## config.mk

```make
export PLATFORM = sky130hd
export DESIGN_NAME = famicom_cpu_bus_master_flat
export DESIGN_NICKNAME = d
export VERILOG_FILES = /design/src/rtl/famicom_bus_pkg.sv /design/src/rtl/famicom_cpu_bus_master_if.sv /design/src/rtl/m2_phase_timer.sv /design/src/rtl/famicom_cpu_bus_master.sv /design/src/flat_wrapper.sv
export SDC_FILE = /design/constraint.sdc
export NUM_CORES = 1
export LEC_CHECK = 0
export CAP_MARGIN = 20
export CORE_MARGIN = 1
export CORE_UTILIZATION = 25
export CTS_BUF_LIST = sky130_fd_sc_hd__clkbuf_16
export CTS_CLUSTER_DIAMETER = 150
export DETAILED_ROUTE_END_ITERATION = 6
export GPL_ROUTABILITY_DRIVEN = 0
export PLACE_DENSITY_LB_ADDON = 0.3
export REMOVE_ABC_BUFFERS = 1
export SYNTH_ARGS = -nofsm -noshare
export SYNTH_HDL_FRONTEND = slang
export SYNTH_SLANG_ARGS = --single-unit
```

## constraint.sdc

```tcl
create_clock -name i_clk -period 2.98 [get_ports i_clk]
set_input_delay 0.596 -clock i_clk [delete_from_list [all_inputs] [get_ports i_clk]]
set_output_delay 0.596 -clock i_clk [all_outputs]
set_load 0.05 [all_outputs]
```

## src/rtl/famicom_bus_pkg.sv

```systemverilog
// Shared types and constants for the Famicom CPU bus initiator.
// Used by the phase timer, the bus master top and its benches.
package famicom_bus_pkg;

    typedef enum logic [0:0] {
        PH_LOW  = 1'b0,
        PH_HIGH = 1'b1
    } phase_e;

    // Filler reads target internal RAM, so the cartridge never sees ROMSEL.
    localparam logic [15:0] CPU_RAM_DUMMY = 16'h0000;

    localparam int IRQ_SYNC_STAGES = 2;

    typedef struct packed {
        logic [15:0] addr;
        logic        write;
        logic [7:0]  wdata;
    } bus_req_t;

endpackage

```

## src/rtl/famicom_cpu_bus_master_if.sv

```systemverilog
// Request/response handshake plus the cartridge-side CPU bus pins.
// The master modport is the initiator's view; slave is the far side.
interface famicom_cpu_bus_master_if;

    logic        req_valid;
    logic        req_ready;
    logic [15:0] req_addr;
    logic        req_write;
    logic [7:0]  req_wdata;

    logic        rsp_valid;
    logic        rsp_write;
    logic [7:0]  rsp_rdata;

    logic        m2;
    logic        romsel;
    logic        cpu_rw;
    logic [14:0] cpu_addr;
    logic [7:0]  cpu_data_out;
    logic        cpu_data_oe;
    logic [7:0]  cpu_data_in;

    logic        irq_n;
    logic        irq_active;
    logic [15:0] m2_cycles;

    modport master (
        input  req_valid, req_addr, req_write, req_wdata, cpu_data_in, irq_n,
        output req_ready, rsp_valid, rsp_write, rsp_rdata,
               m2, romsel, cpu_rw, cpu_addr, cpu_data_out, cpu_data_oe,
               irq_active, m2_cycles
    );

    modport slave (
        output req_valid, req_addr, req_write, req_wdata, cpu_data_in, irq_n,
        input  req_ready, rsp_valid, rsp_write, rsp_rdata,
               m2, romsel, cpu_rw, cpu_addr, cpu_data_out, cpu_data_oe,
               irq_active, m2_cycles
    );

endinterface

```

## src/rtl/m2_phase_timer.sv

```systemverilog
// Free-running M2 low/high phase sequencer with a shared down-counter.
// o_rise marks the last LOW clk, o_boundary the last HIGH clk of a bus cycle.
module m2_phase_timer
    import famicom_bus_pkg::*;
#(
    parameter int LOW_CLKS  = 3,
    parameter int HIGH_CLKS = 3
) (
    input  logic i_clk,
    input  logic i_rst,
    output logic o_rise,
    output logic o_boundary
);

    localparam int CNT_MAX = (LOW_CLKS > HIGH_CLKS) ? LOW_CLKS : HIGH_CLKS;
    localparam int CNT_W   = (CNT_MAX > 2) ? $clog2(CNT_MAX) : 1;

    localparam logic [CNT_W-1:0] LOW_LOAD  = CNT_W'(LOW_CLKS - 1);
    localparam logic [CNT_W-1:0] HIGH_LOAD = CNT_W'(HIGH_CLKS - 1);

    localparam logic [0:0] ST_LOW  = PH_LOW;
    localparam logic [0:0] ST_HIGH = PH_HIGH;

    logic [0:0]       r_state;
    logic [0:0]       w_state_next;
    logic [CNT_W-1:0] r_cnt;
    logic [CNT_W-1:0] w_cnt_next;
    logic             w_cnt_zero;

    assign w_cnt_zero = (r_cnt == '0);

    always_comb begin
        w_state_next = r_state;
        w_cnt_next   = r_cnt - CNT_W'(1);
        if (w_cnt_zero) begin
            if (r_state == ST_LOW) begin
                w_state_next = ST_HIGH;
                w_cnt_next   = HIGH_LOAD;
            end else begin
                w_state_next = ST_LOW;
                w_cnt_next   = LOW_LOAD;
            end
        end
    end

    always_ff @(posedge i_clk or posedge i_rst) begin
        if (i_rst) begin
            r_state <= ST_LOW;
            r_cnt   <= LOW_LOAD;
        end else begin
            r_state <= w_state_next;
            r_cnt   <= w_cnt_next;
        end
    end

    assign o_rise     = (r_state == ST_LOW)  && w_cnt_zero;
    assign o_boundary = (r_state == ST_HIGH) && w_cnt_zero;

endmodule

```

## src/rtl/famicom_cpu_bus_master.sv

```systemverilog
// 6502-style cartridge bus initiator: runs M2 continuously, turns accepted
// requests into bus cycles, returns one response per real request.
module famicom_cpu_bus_master
    import famicom_bus_pkg::*;
#(
    parameter int          LOW_CLKS   = 3,
    parameter int          HIGH_CLKS  = 3,
    parameter logic [15:0] DUMMY_ADDR = CPU_RAM_DUMMY
) (
    input  logic                      i_clk,
    input  logic                      i_rst,
    famicom_cpu_bus_master_if.master  bus
);

    logic w_rise;
    logic w_boundary;

    m2_phase_timer #(
        .LOW_CLKS  (LOW_CLKS),
        .HIGH_CLKS (HIGH_CLKS)
    ) u_timer (
        .i_clk      (i_clk),
        .i_rst      (i_rst),
        .o_rise     (w_rise),
        .o_boundary (w_boundary)
    );

    bus_req_t w_next_req;

    // Current cycle attributes, held for the full LOW+HIGH span.
    logic [15:0] r_addr;
    logic        r_rw;
    logic [7:0]  r_wdata;
    logic        r_real;

    logic        r_m2;
    logic        r_romsel;
    logic        r_data_oe;
    logic [7:0]  r_data_out;
    logic        r_rsp_valid;
    logic        r_rsp_write;
    logic [7:0]  r_rsp_rdata;
    logic        r_irq_active;
    logic [15:0] r_m2_cycles;
    logic [IRQ_SYNC_STAGES-1:0] r_irq_sync;

    always_comb begin
        w_next_req.addr  = DUMMY_ADDR;
        w_next_req.write = 1'b0;
        w_next_req.wdata = 8'h00;
        if (bus.req_valid) begin
            w_next_req.addr  = bus.req_addr;
            w_next_req.write = bus.req_write;
            w_next_req.wdata = bus.req_wdata;
        end
    end

    always_ff @(posedge i_clk or posedge i_rst) begin
        if (i_rst) begin
            r_irq_sync <= '0;
        end else begin
            r_irq_sync <= {r_irq_sync[IRQ_SYNC_STAGES-2:0], ~bus.irq_n};
        end
    end

    always_ff @(posedge i_clk or posedge i_rst) begin
        if (i_rst) begin
            r_addr       <= DUMMY_ADDR;
            r_rw         <= 1'b1;
            r_wdata      <= 8'h00;
            r_real       <= 1'b0;
            r_m2         <= 1'b0;
            r_romsel     <= 1'b1;
            r_data_oe    <= 1'b0;
            r_data_out   <= 8'h00;
            r_rsp_valid  <= 1'b0;
            r_rsp_write  <= 1'b0;
            r_rsp_rdata  <= 8'h00;
            r_irq_active <= 1'b0;
            r_m2_cycles  <= 16'h0000;
        end else begin
            r_rsp_valid <= 1'b0;

            if (w_rise) begin
                r_m2       <= 1'b1;
                r_romsel   <= ~r_addr[15];
                r_data_oe  <= ~r_rw;
                r_data_out <= r_rw ? 8'h00 : r_wdata;
            end

            // End of bus cycle: retire it and launch the next one.
            if (w_boundary) begin
                r_m2         <= 1'b0;
                r_romsel     <= 1'b1;
                r_data_oe    <= 1'b0;
                r_data_out   <= 8'h00;
                r_m2_cycles  <= r_m2_cycles + 16'd1;
                r_rsp_valid  <= r_real;
                r_rsp_write  <= ~r_rw;
                r_rsp_rdata  <= r_rw ? bus.cpu_data_in : 8'h00;
                r_irq_active <= r_irq_sync[IRQ_SYNC_STAGES-1];
                r_addr       <= w_next_req.addr;
                r_rw         <= ~w_next_req.write;
                r_wdata      <= w_next_req.wdata;
                r_real       <= bus.req_valid;
            end
        end
    end

    assign bus.req_ready    = w_boundary & ~i_rst;
    assign bus.rsp_valid    = r_rsp_valid;
    assign bus.rsp_write    = r_rsp_write;
    assign bus.rsp_rdata    = r_rsp_rdata;
    assign bus.m2           = r_m2;
    assign bus.romsel       = r_romsel;
    assign bus.cpu_rw       = r_rw;
    assign bus.cpu_addr     = r_addr[14:0];
    assign bus.cpu_data_out = r_data_out;
    assign bus.cpu_data_oe  = r_data_oe;
    assign bus.irq_active   = r_irq_active;
    assign bus.m2_cycles    = r_m2_cycles;

endmodule

```

## src/flat_wrapper.sv

```systemverilog
// flat-port wrapper written by rule: the top's interface ports become plain ports
module famicom_cpu_bus_master_flat import famicom_bus_pkg::*;
#(
    parameter int          LOW_CLKS   = 3,
    parameter int          HIGH_CLKS  = 3,
    parameter logic [15:0] DUMMY_ADDR = CPU_RAM_DUMMY
)
  (i_clk, i_rst, bus_req_valid, bus_req_addr, bus_req_write, bus_req_wdata, bus_cpu_data_in, bus_irq_n, bus_req_ready, bus_rsp_valid, bus_rsp_write, bus_rsp_rdata, bus_m2, bus_romsel, bus_cpu_rw, bus_cpu_addr, bus_cpu_data_out, bus_cpu_data_oe, bus_irq_active, bus_m2_cycles);
  famicom_cpu_bus_master_if bus_i ();
  input  logic i_clk;
  input  logic i_rst;
  input wire logic [$bits(bus_i.req_valid)-1:0] bus_req_valid;
  input wire logic [$bits(bus_i.req_addr)-1:0] bus_req_addr;
  input wire logic [$bits(bus_i.req_write)-1:0] bus_req_write;
  input wire logic [$bits(bus_i.req_wdata)-1:0] bus_req_wdata;
  input wire logic [$bits(bus_i.cpu_data_in)-1:0] bus_cpu_data_in;
  input wire logic [$bits(bus_i.irq_n)-1:0] bus_irq_n;
  output wire logic [$bits(bus_i.req_ready)-1:0] bus_req_ready;
  output wire logic [$bits(bus_i.rsp_valid)-1:0] bus_rsp_valid;
  output wire logic [$bits(bus_i.rsp_write)-1:0] bus_rsp_write;
  output wire logic [$bits(bus_i.rsp_rdata)-1:0] bus_rsp_rdata;
  output wire logic [$bits(bus_i.m2)-1:0] bus_m2;
  output wire logic [$bits(bus_i.romsel)-1:0] bus_romsel;
  output wire logic [$bits(bus_i.cpu_rw)-1:0] bus_cpu_rw;
  output wire logic [$bits(bus_i.cpu_addr)-1:0] bus_cpu_addr;
  output wire logic [$bits(bus_i.cpu_data_out)-1:0] bus_cpu_data_out;
  output wire logic [$bits(bus_i.cpu_data_oe)-1:0] bus_cpu_data_oe;
  output wire logic [$bits(bus_i.irq_active)-1:0] bus_irq_active;
  output wire logic [$bits(bus_i.m2_cycles)-1:0] bus_m2_cycles;
  assign bus_i.req_valid = bus_req_valid;
  assign bus_i.req_addr = bus_req_addr;
  assign bus_i.req_write = bus_req_write;
  assign bus_i.req_wdata = bus_req_wdata;
  assign bus_i.cpu_data_in = bus_cpu_data_in;
  assign bus_i.irq_n = bus_irq_n;
  assign bus_req_ready = bus_i.req_ready;
  assign bus_rsp_valid = bus_i.rsp_valid;
  assign bus_rsp_write = bus_i.rsp_write;
  assign bus_rsp_rdata = bus_i.rsp_rdata;
  assign bus_m2 = bus_i.m2;
  assign bus_romsel = bus_i.romsel;
  assign bus_cpu_rw = bus_i.cpu_rw;
  assign bus_cpu_addr = bus_i.cpu_addr;
  assign bus_cpu_data_out = bus_i.cpu_data_out;
  assign bus_cpu_data_oe = bus_i.cpu_data_oe;
  assign bus_irq_active = bus_i.irq_active;
  assign bus_m2_cycles = bus_i.m2_cycles;
  famicom_cpu_bus_master #(.LOW_CLKS(LOW_CLKS), .HIGH_CLKS(HIGH_CLKS), .DUMMY_ADDR(DUMMY_ADDR)) u_core (.i_clk(i_clk), .i_rst(i_rst), .bus(bus_i));
endmodule
```

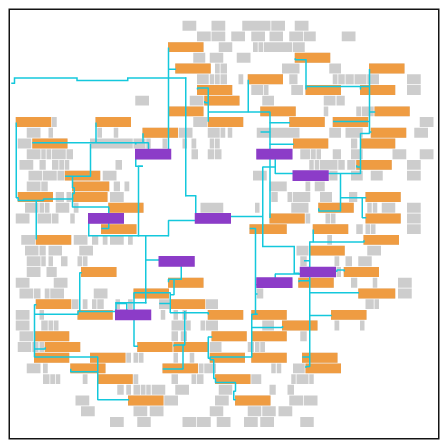
Figure 1: run 1, clock wires, drivers and flops.
Orange shows flip-flops, count 69. Cyan shows clock wires, length 948 um. Purple shows clock drivers, count 9.
Position of the flops: widely spread. There are 10 routed clock nets.

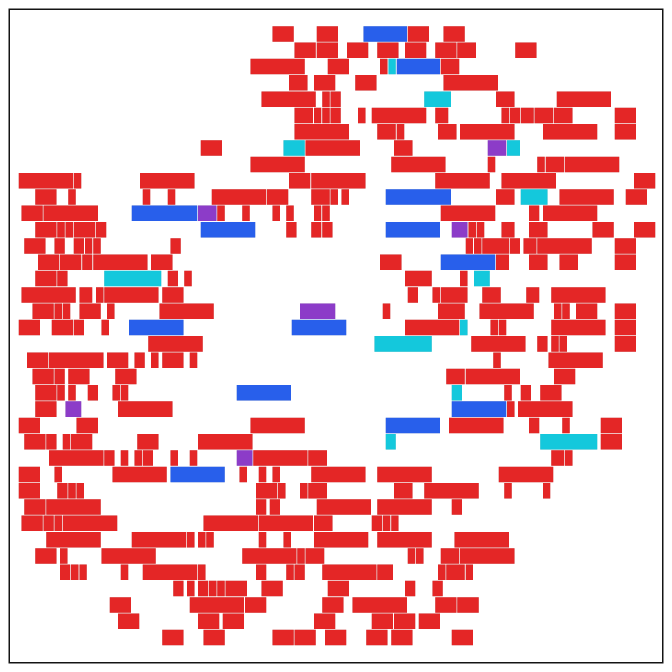
Figure 2: run 1, cells by drive strength.
Blue shows _6 and larger, cells 13, share 3.7%, most used clkbuf_16. Purple shows _3 and _4 cells, cells 6, share 1.7%, most used buf_4. Cyan shows _2 cells, cells 12, share 3.4%, most used dfstp_2. Red shows _0 and _1 cells, cells 325, share 91%, most used clkdlybuf4s50_1.

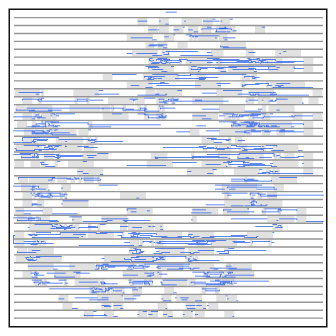
Figure 3: run 1, the metal 1 layer.
Supply wires on this layer in gray. Cells faint in the background.
The layer holds 44% of the routed length. The longest straight run is 29.4 um. The layer carries 2950 um of wire. The wires run mostly horizontal. 319 nets have wire on it.

==> run summary, run 1 <==
Summary of the current implementation state.

- After layout, the setup clock skew is reported as 0.00695 ns.
- The sequential logic power is 0.990 mW, for reference.
- The number of sequential cells in the layout is 69, for reference.
- The layout cell share with drive strength beyond 1 is 8.71%, for reference.
- For flop-to-flop paths, the worst setup slack is 0.98 ns.
- The end of the worst hold path is u_core.r_irq_sync[1]$_DFF_PP0_, for reference.
- Per the area breakdown, the dominant cell category is sequential cells.
- The area enclosed by the die boundary is 11800 sq um, for reference.
- Cells fill 37.5% of the core in the end.
- In the setup report, the worst path falls into the class register to output pin.
- In this run the critical path is formed by clkdlybuf4s50_1.
- The clock reaches the later pin of the worst-skew pair after 0.32 ns.
- The leakage power of the design is 1.94 nW, for reference.
- The class of the most critical hold timing path is register to register, for reference.
- As logged by OpenROAD, the buffers inserted on ports number 91.
- In the layout the commonest cells are sky130_fd_sc_hd__clkdlybuf4s50_1 (90), sky130_fd_sc_hd__nand2_1 (78), sky130_fd_sc_hd__dfrtp_1 (66).
- The count of placed standard cells in the final layout, fillers left out is 496, for reference.
- The sum of met2 wire segment lengths after detailed routing is 3.23 mm, for reference.
- Per the final report, the share of cell area in non-clock buffers is 23.2%.
- For the worst setup path, the data required time is 2.38 ns.
- The mean post-synth cell area is 10.4 sq um, for reference.
- The worst-case clock buffer depth is 2, for reference.
- Looking at the critical path, the single cell with the biggest stage delay is sky130_fd_sc_hd__clkdlybuf4s50_1.
- In this run the most critical hold path is launched from u_core.r_irq_sync[0]$_DFF_PP0_.
- After clock tree synthesis, the repair step resized 0 gates.
- For this run, the register share of the synthesized area comes to 60.8%.
- The design received a total of 140 well taps at floorplan.
- Summing every instance area after synthesis gives 2850 sq um.
- Looking at the post-CTS report, the setup buffer insertion count equals 0.
- The critical register-to-register path endpoint is u_core.bus.cpu_data_out[4]$_DFFE_PP0P_, for reference.
- Signal routing reaches up to met4.
- The routing usage on met1 is 15.2%, for reference.
- The synthesized-area fraction occupied by ao, oa, aoi and oai cells is 3.52%, for reference.
- In the synthesized netlist the dominant register cell turns out to be sky130_fd_sc_hd__dfrtp_1.
- The final cell area excluding filler cells is 4120 sq um, for reference.
- The antenna violation net count after detailed routing is 0, for reference.
- For met2 alone, demand over resource in global routing was 20.0%.
- The flow ran to the end, and the final reports show no timing, DRC or antenna violations.
- Per the timing report, the achievable frequency comes out to 409 MHz.
- The initial cell density of the core is 25.9%, for reference.
- The cell-mix breakdown from Yosys lists the simple-gate area share as 22.0%.
- The total via count in the routed design is 2152, for reference.
- Hold timing on the final database bottoms out at a slack of 0.351 ns.
- The most critical setup path has its startpoint at u_core.bus.cpu_rw$_DFFE_PP1P_.
- The cts-stage hold buffer count is 0, for reference.
- The dominant combinational cell family by area after synthesis is simple AND/OR/NAND/NOR gates, for reference.
- The total net switching power is 0.546 mW, for reference.
- 92 I/O pins were placed.
- The starting DRC count in detailed routing is 53, for reference.
- The multi-input combinational gate total is 170, for reference.
- The start of the worst register-to-register path is u_core.u_timer.r_cnt[1]$_DFF_PP1_, for reference.
- Ranked by instance count, the synthesized netlist is headed by sky130_fd_sc_hd__nand2_1 (78), sky130_fd_sc_hd__dfrtp_1 (66), sky130_fd_sc_hd__nand3_1 (37).
- The count of yosys warnings during synthesis is 0, for reference.
- The initial antenna violation count is 0, for reference.
- In this run the number of H-tree levels came out at 3.
- The layout-stage area growth over the synthesis result is 44.8%, for reference.
- In this run the maximum-capacitance check reported violations numbering 0.
- In the CTS report, the clock slew at the register clock pins of the worst setup and hold paths is listed as 0.06 ns.
- According to the floorplan report, the die height is 109 um.
- The report lists the power per cell area as 568 nW/um^2.
- After Yosys synthesis, XOR and XNOR cells account for 4.92% of the synthesized area.
- The area share of the largest cell type after synthesis is 58.0%, for reference.
- The count of antenna diodes in the layout is 0, for reference.
- By area the synthesized netlist is led by sky130_fd_sc_hd__dfrtp_1 (58%), sky130_fd_sc_hd__nand2_1 (10%), sky130_fd_sc_hd__nand3_1 (6.5%).
- In the final layout, flip-flops and latches occupy 1730 sq um.
- After routing, the total negative slack on setup checks comes to 0 ns.
- The portion of netlist area occupied by mux cells is 0%, for reference.
- The net count reported at finish is 392, for reference.
- The endpoint arrival time on the critical path is 1.85 ns, for reference.
- The report lists the number of standard-cell rows as 38.
- In the hold timing report, the worst path depth is 0.
- Warnings raised by the tools during the run amount to 27.
- At the pin with the least slew margin, the transition time is 0.819 ns.
- The post-synthesis adder-cell area fraction is 1.76%, for reference.
- The end-of-flow timing check tallies setup violations at 0.
- The cell class contributing the biggest share of worst-path delay is buffers and inverters, for reference.
- The end point of the critical path is bus_cpu_rw, for reference.
- The die is 109 um wide.
- On met3, the global router reports a usage of 4.36%.
- Dividing the detail-routed wire length by the instance count gives 13.4 um.
- The largest net degree at the start of global routing is 70, for reference.
- For the combinational group, total power comes out at 0.236 mW.
- Counting tap cells, the placed design contains a total of 480 instances.
- The cell area reported after detailed placement is 3810 sq um, for reference.
- Setup repair after global routing left no endpoint under its margin.
- In this run the most used layer during global routing was met2.
- The total power is 2.34 mW, for reference.
- Global routing consumed, over all layers together, 12.4% of the routing resources.
- The power drawn by the clock network is 1.11 mW, for reference.
- In the final layout, excluding clock inverters the inverter count is 7.
- Among logic cells in the layout, the one with the most instances is sky130_fd_sc_hd__clkdlybuf4s50_1.
- The via count of the first global-routing pass came to 2178.
- The post-route report lists met1 wire length as 2.95 mm.
- The max-slew violation total from the final report is 0, for reference.
- Clock tree synthesis inserted a total of 9 buffers.
- The number of clock buffers in the layout is 9, for reference.
- The share of total power dissipated in combinational logic is 10.1%.
- Multi-input logic gates represent a cell area share of 22.3%.
- The remaining global-route overflow is 0, for reference.
- Post-route period utilization is reported as 82.0%.
- The ratio of routed vias to standard cells is 4.34, for reference.
- In this run switching power makes up 23.4% of total power.
- The CTS tree is yes, for reference.
- The maximum net fanout on the critical path is 12, for reference.
- The internal power of the cells totals 1.79 mW.
- Summing all multi-input logic gate instances after layout gives 918 sq um.
- The HPWL reported at the end of detailed placement is 4.44 mm, for reference.
- Counting endpoints that fail hold in the final report gives 0.
- The maximum VDD drop is 0.243 mV, for reference.
- The biggest slice of the total power is consumed by clock.
- Logic depth along the worst register-to-register path is recorded as 5.
- The cell count after synthesis came out at 274.
- The maximum single-stage delay on the critical path is 0.85 ns, for reference.
- The yosys synthesis chip area is 2850 sq um, for reference.
- Looking at the clock tree report, the root buffer type is sky130_fd_sc_hd__clkbuf_16.
- The worst setup path is launched from a register.
==> inputs of run 2 (changes only) <==
clock period = 2.1 ns   (was 2.98 ns; I/O delays follow)
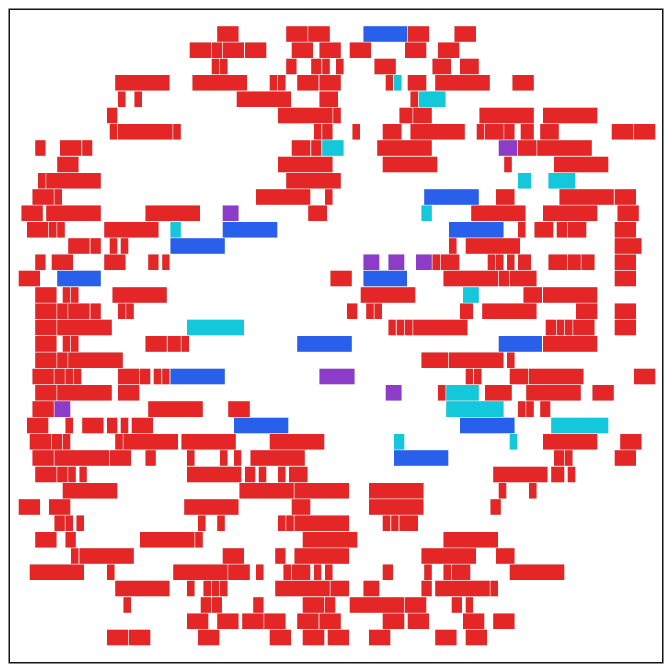
Figure 4: run 2, cells by drive strength.
Cyan shows _2 cells, cells 14, share 3.9%. Red shows _0 and _1 cells, cells 325, share 90%, most used clkdlybuf4s50_1. Purple shows _3 and _4 cells, cells 8, share 2.2%, most used buf_4. Blue shows _6 and larger, cells 13, share 3.6%, most used clkbuf_16.

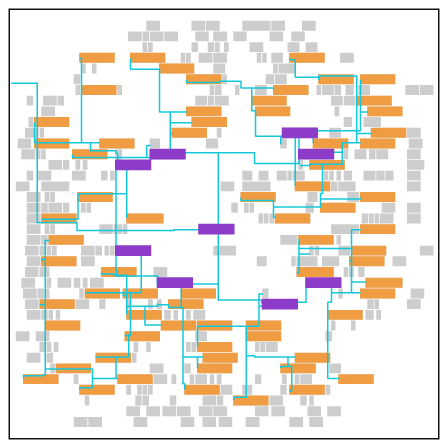
Figure 5: run 2, clock wires, drivers and flops.
Purple shows clock drivers, count 9. Cyan shows clock wires, length 1020 um. Orange shows flip-flops, count 69.
There are 10 routed clock nets. Position of the flops: widely spread.

==> run summary, run 2 <==
Summary of the current implementation state.

- The flow ran to the end, and the final reports show no timing, DRC or antenna violations.
- The core occupancy in the finished layout is 37.5%, for reference.
- The detailed router reported a total wirelength of 6.92 mm.
- The final worst-path cycle share is 98.2%, for reference.
- Among the non-sequential cells, simple AND/OR/NAND/NOR gates take the most area.
- The total length of routed met3 wires is 352 um, for reference.
- The cell depth of the worst flop-to-flop path is 5, for reference.
- The launch point of the critical path is u_core.bus.romsel$_DFFE_PP1P_, for reference.
- The via count of the first global-routing pass is 2162, for reference.
- The TritonCTS buffer count is 9, for reference.
- The clock buffers instantiated in the layout total 9.
- The detailed router finished its first iteration with 87 violations.
- The routed metal-1 wirelength is 3.25 mm, for reference.
- The global routing stage identified its most utilized layer as met2.
- The sequential logic power is 1.41 mW, for reference.
- Hold timing on the final database bottoms out at a slack of 0.358 ns.
- The mean post-synth cell area is 10.4 sq um, for reference.
- The cell-internal power is 2.30 mW, for reference.
- After the flow finishes, the layout carries non-filler instances totaling 500.
- In this run the worst setup path terminates at bus_romsel.
- The longest clock path from root to sink contains 2 buffers.
- The logic share of the area is 22.3%, for reference.
- The commonest cells after synthesis are sky130_fd_sc_hd__nand2_1 (78), sky130_fd_sc_hd__dfrtp_1 (66), sky130_fd_sc_hd__nand3_1 (37).
- In the final layout, flip-flops and latches take up 42.0% of the cell area.
- The remaining global-route overflow is 0, for reference.
- The maximum net fanout on the critical path is 2, for reference.
- Signal nets in the final route climb as high as met4.
- Setup repair after global routing left no endpoint under its margin.
- The average wire per cell in the routed design is 13.8 um, for reference.
- Leaving out the clock tree, the finished layout contains an inverter count of 7.
- The net switching power in the latest report is 0.774 mW.
- Summed over its instances, the top area cell type makes up 58.0% of the synthesized netlist area.
- The longest incremental delay of any stage on the critical path is reported as 0.79 ns.
- The tally of buffers added on design ports is 91, for reference.
- The count of antenna diodes in the layout is 0, for reference.
- After layout the clock buffers and inverters come to 6.28% of cell area.
- Clock latency on the worst-skew pair, taken at its later pin, is 0.33 ns.
- In this run the remaining antenna-violating nets after routing total 0.
- The largest cell class by area is sequential cells, for reference.
- The accumulated negative setup slack is 0 ns, for reference.
- The cell area that synthesis handed to floorplanning was 2850 sq um.
- According to the cell report, the number of logic gates is 170.
- The first-pass GRT wire length is 11.1 mm, for reference.
- In this run the critical path is formed by clkdlybuf4s50_1.
- The die extent in x is 109 um, for reference.
- The simple-gate area share of the yosys netlist is 22.0%, for reference.
- The clock transition at the registers of the reported paths is 0.06 ns, for reference.
- In the final layout, non-clock buffers account for 24.5% of the cell area.
- On met1, the global router reports a usage of 16.5%.
- In the final report, the number of endpoints failing setup comes to 0.
- Among cell families on the critical path, the largest total delay comes from buffers and inverters.
- The most common logic cells in the final layout are sky130_fd_sc_hd__clkdlybuf4s50_1 (88), sky130_fd_sc_hd__nand2_1 (78), sky130_fd_sc_hd__dfrtp_1 (66).
- The sort of element at the start of the critical path is a register, for reference.
- Looking at the power breakdown, sequential logic takes 45.8% of the total.
- The end of the worst hold path is u_core.r_irq_sync[1]$_DFF_PP0_, for reference.
- The combinational fraction of design power is 11.0%, for reference.
- The total area of sequential cells is 1730 sq um, for reference.
- Checking max transition, the worst relative margin is 65.1%.
- The endpoint arrival time on the critical path is 1.64 ns, for reference.
- The initial cell density of the core is 25.9%, for reference.
- The count of placed standard cells including taps is 484, for reference.
- The layout-stage area growth over the synthesis result is 44.8%, for reference.
- The number of setup buffers added after CTS is 0, for reference.
- In the detailed route, the total length drawn on met2 is 3.25 mm.
- Sequential elements use 60.8% of the synthesized area.
- The total power is 3.07 mW, for reference.
- After detailed routing, the number of vias per cell comes to 4.23.
- In the post-synthesis netlist, the biggest area contributors are sky130_fd_sc_hd__dfrtp_1 (58%), sky130_fd_sc_hd__nand2_1 (10%), sky130_fd_sc_hd__nand3_1 (6.5%).
- sky130_fd_sc_hd__nand2_1 is the most common cell in the netlist.
- For the worst reg-to-reg path, the startpoint reported by OpenROAD is u_core.u_timer.r_cnt[1]$_DFF_PP1_.
- The setup check on the worst reg-to-reg path leaves a slack of 0.39 ns.
- The leakage power of the design is 1.97 nW, for reference.
- The class of the most critical hold timing path is register to register, for reference.
- The number of buffer and inverter stages on the critical path is 1, for reference.
- Global routing used 4.12% of the available met3 tracks.
- The clock network consumes a total of 1.33 mW.
- The synthesized instance count is 274, for reference.
- The cell chosen for the clock root is sky130_fd_sc_hd__clkbuf_16, for reference.
- Post-CTS repair changed the size of 0 cells.
- The placement stage leaves a total instance area of 3860 sq um.
- The die covers 11800 sq um.
- The synthesis log from Yosys contains 0 warnings.
- The switching power as a share of total power is 25.2%, for reference.
- Ranked by power, first place goes to sequential cells.
- The transition time recorded at the tightest slew-check pin is 0.522 ns.
- According to the I/O placement log, the pin count is 92.
- The power of the combinational group is 0.339 mW, for reference.
- The worst hold path was traced through 0 stages.
- Sequential cells placed in the final layout were counted as 69.
- The most common cell after layout, fill and taps aside is sky130_fd_sc_hd__clkdlybuf4s50_1, for reference.
- The maximum VDD drop is 0.354 mV, for reference.
- Looking at the cell usage after synthesis, the top flip-flop cell is sky130_fd_sc_hd__dfrtp_1.
- The vertical die dimension reported for this design is 109 um.
- The type of the worst setup path is register to output pin, for reference.
- Looking at the critical path, the single cell with the biggest stage delay is sky130_fd_sc_hd__clkdlybuf4s50_1.
- The initial antenna violation count was 0.
- The final report gives the standard cell area, fillers excluded, as 4120 sq um.
- For the worst min-delay path, the startpoint reported by OpenROAD is u_core.r_irq_sync[0]$_DFF_PP0_.
- The power density over cell area is 745 nW/um^2, for reference.
- STA puts the critical path data required time at 1.68 ns.
- Summing the areas of all fa, ha and maj instances in the mapped netlist gives 1.76% of the synthesized area.
- The clock period minus worst slack is 2.06 ns, for reference.
- In the placement report, post-DP HPWL is listed as 4.72 mm.
- The synthesized-area fraction occupied by ao, oa, aoi and oai cells is 3.52%, for reference.
- The net count reported at finish is 396, for reference.
- Setup slack on the worst path after placement came out at 0.326 ns.
- The max-slew violation total from the final report is 0, for reference.
- Of the post-synthesis cell area, the part taken by muxes is 0%.
- The number of gates on the worst path with buffers counted is 1, for reference.
- The cts-stage hold buffer count is 0, for reference.
- Warnings raised by the tools during the run amount to 27.
- The overall global routing resource usage is 12.6%, for reference.
- Global routing used 19.3% of the available met2 tracks.
- The worst-case clock skew is 0.00575 ns, for reference.
- In the final layout, the share of cells above drive strength 1 is 9.72%.
- The final hold violation count recorded for this run is 0.
- Entering global routing, the biggest net connects 27 pins.
- TritonCTS built the clock tree.
- During tapcell insertion the tool placed 140 well taps.
- The tally of max-capacitance violations is 0, for reference.
- Looking at the clock tree report, the H-tree level count equals 3.
- The total via count in the routed design is 2116, for reference.
- The yosys synthesis chip area is 2850 sq um, for reference.
- Per the timing report, the most critical flop-to-flop path finishes at u_core.bus.cpu_data_out[0]$_DFFE_PP0P_.
- The multi-input gate area in the final layout is 921 sq um, for reference.
- The count of flip-flops with a built-in enable after synthesis is 0, for reference.
- After Yosys synthesis, XOR and XNOR cells account for 4.92% of the synthesized area.
- Timing would allow up to 485 MHz.
- The number of rows in the core area is 38, for reference.
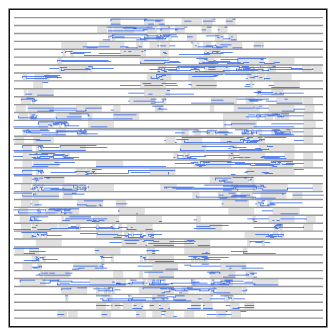
Figure 6: run 2, the metal 1 layer.
Supply wires on this layer in gray. Cells faint in the background.
The wires run mostly horizontal. 328 nets have wire on it. The longest straight run is 39.1 um.

==> inputs of run 3 (changes only) <==
PLACE_DENSITY_LB_ADDON = default   (was 0.3)
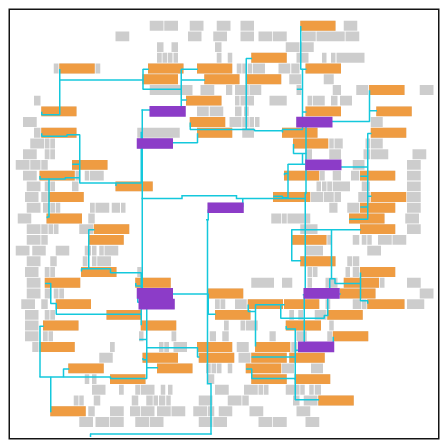
Figure 7: run 3, clock wires, drivers and flops.
part of the total power dissipated in the clock network: 47.1%
latest clock arrival within the worst-skew pair: 0.32 ns
setup skew after layout: 0.00527 ns
clock network power: 1.55 mW

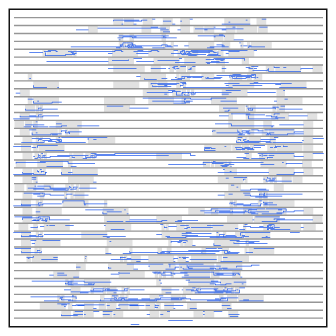
Figure 8: run 3, the metal 1 layer.
Supply wires on this layer in gray. Cells faint in the background.
routed via count: 2092
met1 demand-to-capacity share in global routing: 15.0%
Routed WL: 6.52 mm

==> run summary, run 3 <==
Summary of the current implementation state.

- The run finished with clean final reports.
- In the setup report, the worst path falls into the class register to output pin.
- There are 69 flip-flops and latches.
- The critical path data required time is 1.68 ns, for reference.
- The startpoint of the most critical hold path is u_core.r_irq_sync[0]$_DFF_PP0_, for reference.
- In this build the clock could be raised as far as 491 MHz.
- The final cell area excluding filler cells is 4130 sq um, for reference.
- Per the summary, power density relative to cell area is 796 nW/um^2.
- Among all flip-flop cells after synthesis, the most frequent one is sky130_fd_sc_hd__dfrtp_1.
- The most frequently used cell type in the post-synthesis netlist is sky130_fd_sc_hd__nand2_1, for reference.
- Per the timing report, the most critical flop-to-flop path finishes at u_core.bus.cpu_data_out[5]$_DFFE_PP0P_.
- The largest net degree at the start of global routing is 70, for reference.
- The area share of the largest cell type after synthesis is 58.0%, for reference.
- Summed over all nets, the switching power comes to 0.753 mW.
- The die extent in x is 109 um, for reference.
- Yosys reports a chip area of 2850 sq um.
- The leakage power of the design is 1.96 nW, for reference.
- TritonCTS built the clock tree.
- The count of flip-flops with a built-in enable after synthesis is 0, for reference.
- The launch point of the critical path is u_core.bus.m2_cycles[6]$_DFFE_PP0P_, for reference.
- The final worst-path cycle share is 97.0%, for reference.
- The post-placement setup slack is 0.380 ns, for reference.
- The report gives the cell count of the worst hold path as 0.
- The remaining global-route overflow is 0, for reference.
- The count of antenna diodes in the layout is 0, for reference.
- The gate-level netlist out of Yosys references 27 unique cell types.
- The power of the combinational group is 0.331 mW, for reference.
- Subtracting the final worst setup slack from the clock period gives 2.04 ns.
- The number of gates on the worst path with buffers counted is 1, for reference.
- The sequential group share of total power is 42.8%, for reference.
- The count of placed standard cells including taps is 482, for reference.
- The antenna violation net count after detailed routing is 0, for reference.
- The number of buffer and inverter stages on the critical path is 1, for reference.
- Hold is met by 0.349 ns.
- The routed design shows a via density per instance of 4.20.
- The layout-stage area growth over the synthesis result is 45.0%, for reference.
- Per the final layout report, the fraction of cells sized above drive strength 1 comes to 8.94%.
- After Yosys synthesis, and, or, nand and nor cells account for 22.0% of the synthesized area.
- The top layer used by detailed routing is met4, for reference.
- The flow reports power dissipated in sequential cells as 1.41 mW.
- The number of setup buffers added after CTS is 0, for reference.
- The average wire per cell in the routed design is 13.1 um, for reference.
- In the final layout, excluding clock inverters the inverter count is 7.
- The main area contributors are sky130_fd_sc_hd__dfrtp_1 (58%), sky130_fd_sc_hd__nand2_1 (10%), sky130_fd_sc_hd__nand3_1 (6.5%).
- The tally of max-capacitance violations is 0, for reference.
- The fraction of synthesized cell area in xor and xnor cells is 4.92%, for reference.
- The post-synthesis cell area is 2850 sq um, for reference.
- The cell depth of the worst flop-to-flop path is 5, for reference.
- The HPWL reported at the end of detailed placement is 4.43 mm, for reference.
- In the final report, the number of endpoints failing setup comes to 0.
- The chip occupies 11800 sq um.
- The first global-routing pass estimated 10.6 mm of wire.
- Counting instances in the post-synthesis netlist gives the leading cell types as sky130_fd_sc_hd__nand2_1 (78), sky130_fd_sc_hd__dfrtp_1 (66), sky130_fd_sc_hd__nand3_1 (37).
- The detailed router reports a met3 wire length of 338 um.
- The worst setup path is launched from a register.
- The max-slew violation total from the final report is 0, for reference.
- The capture point of the critical path was reported as bus_m2_cycles[6].
- Per the OpenROAD floorplan log, the height of the die is 109 um.
- Row generation in the floorplan step produced 38 rows.
- The post-synthesis adder-cell area fraction is 1.76%, for reference.
- The cell area reported after detailed placement is 3820 sq um, for reference.
- The initial antenna violation count was 0.
- The total area of sequential cells is 1730 sq um, for reference.
- The number of failing hold endpoints at the final stage is 0, for reference.
- Walking the worst path, the cells encountered are clkdlybuf4s50_1.
- The dominant power group is clock, for reference.
- The worst-case clock buffer depth is 2, for reference.
- Overall power consumption after layout is estimated at 3.29 mW.
- In the per-layer summary, the met1 wirelength comes to 2.96 mm.
- According to the cell report, the number of logic gates is 170.
- The H-tree was split into 3 levels.
- For this run, the share of the core covered by cells in the final layout is 37.6%.
- Per the layout area report, the sequential fraction of cell area is 41.9%.
- The end of the worst hold path is u_core.r_irq_sync[1]$_DFF_PP0_, for reference.
- The number of clock buffers in the layout is 9, for reference.
- The initial cell density of the core is 25.9%, for reference.
- The synthesized-area fraction occupied by ao, oa, aoi and oai cells is 3.52%, for reference.
- Internal power comes to 2.53 mW.
- Of all the cell area in the finished design, non-clock buffers hold 23.5%.
- Across the VDD grid, the largest voltage drop is 0.403 mV.
- The synthesized instance count is 274, for reference.
- The most common cell after layout, fill and taps aside is sky130_fd_sc_hd__clkdlybuf4s50_1, for reference.
- Data on the critical path arrives at its endpoint at 1.62 ns.
- The relative area of clock buffers and inverters in the final design is 7.43%, for reference.
- The first routing iteration left 61 violations.
- The logic share of the area is 22.2%, for reference.
- Combinational logic is responsible for 10.1% of the overall power.
- Setup slack on the worst reg-to-reg path comes out at 0.41 ns.
- The portion of netlist area occupied by mux cells is 0%, for reference.
- The multi-input gate area in the final layout is 918 sq um, for reference.
- The fraction of met3 tracks used by global routing is 3.23%, for reference.
- The cts-stage hold buffer count is 0, for reference.
- The tally of buffers added on design ports is 91, for reference.
- The largest cell class by area is sequential cells, for reference.
- Per the STA report, the cell with the highest stage delay on the worst path is sky130_fd_sc_hd__clkdlybuf4s50_1.
- Global routing put the most usage on met2.
- The slew check shows that the tightest pin keeps a relative margin of 65.4%.
- The maximum single-stage delay on the critical path is 0.84 ns, for reference.
- The global routing report lists combined usage of all routing layers as 11.9%.
- The min-delay analysis places its worst path in the category register to register.
- The via count of the first global-routing pass is 2140.
- Of the total power, the share spent switching nets is 22.9%.
- Ranking logic cells in the layout by count gives the top entries sky130_fd_sc_hd__clkdlybuf4s50_1 (88), sky130_fd_sc_hd__nand2_1 (78), sky130_fd_sc_hd__dfrtp_1 (66).
- The net count of the finished layout is 394.
- For this run, global-route usage on met2 was measured as 18.2%.
- Per the post-synthesis stats, the area per cell is 10.4 sq um.
- Setup total negative slack on the finished layout was measured at 0 ns.
- Summing the sequential cell areas from Yosys gives 60.8% of the chip area.
- The maximum net fanout on the critical path is 6, for reference.
- The cell chosen for the clock root is sky130_fd_sc_hd__clkbuf_16, for reference.
- The transition time at the pin with the least slew margin is 0.518 ns, for reference.
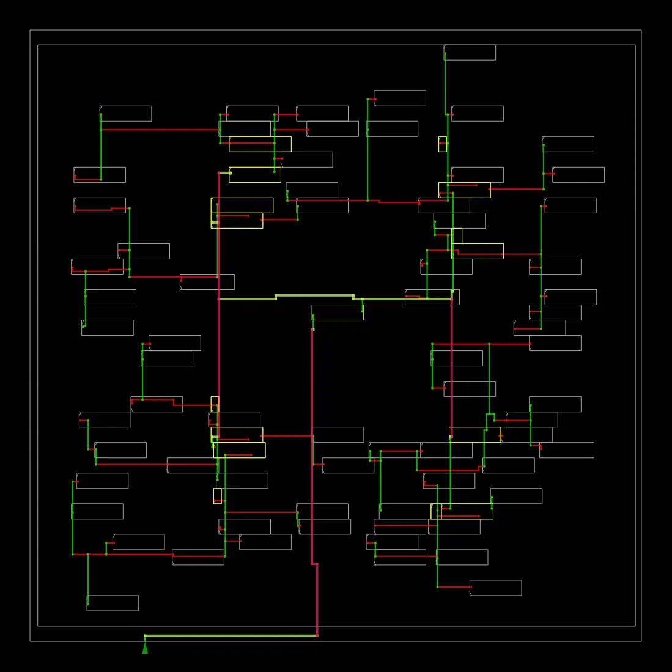
Figure 9: run 3, clock wiring as the flow saved it.
total CTS buffers: 9
TritonCTS sink count: 69

No activity file was given, so power comes from the tool's default toggle rates.
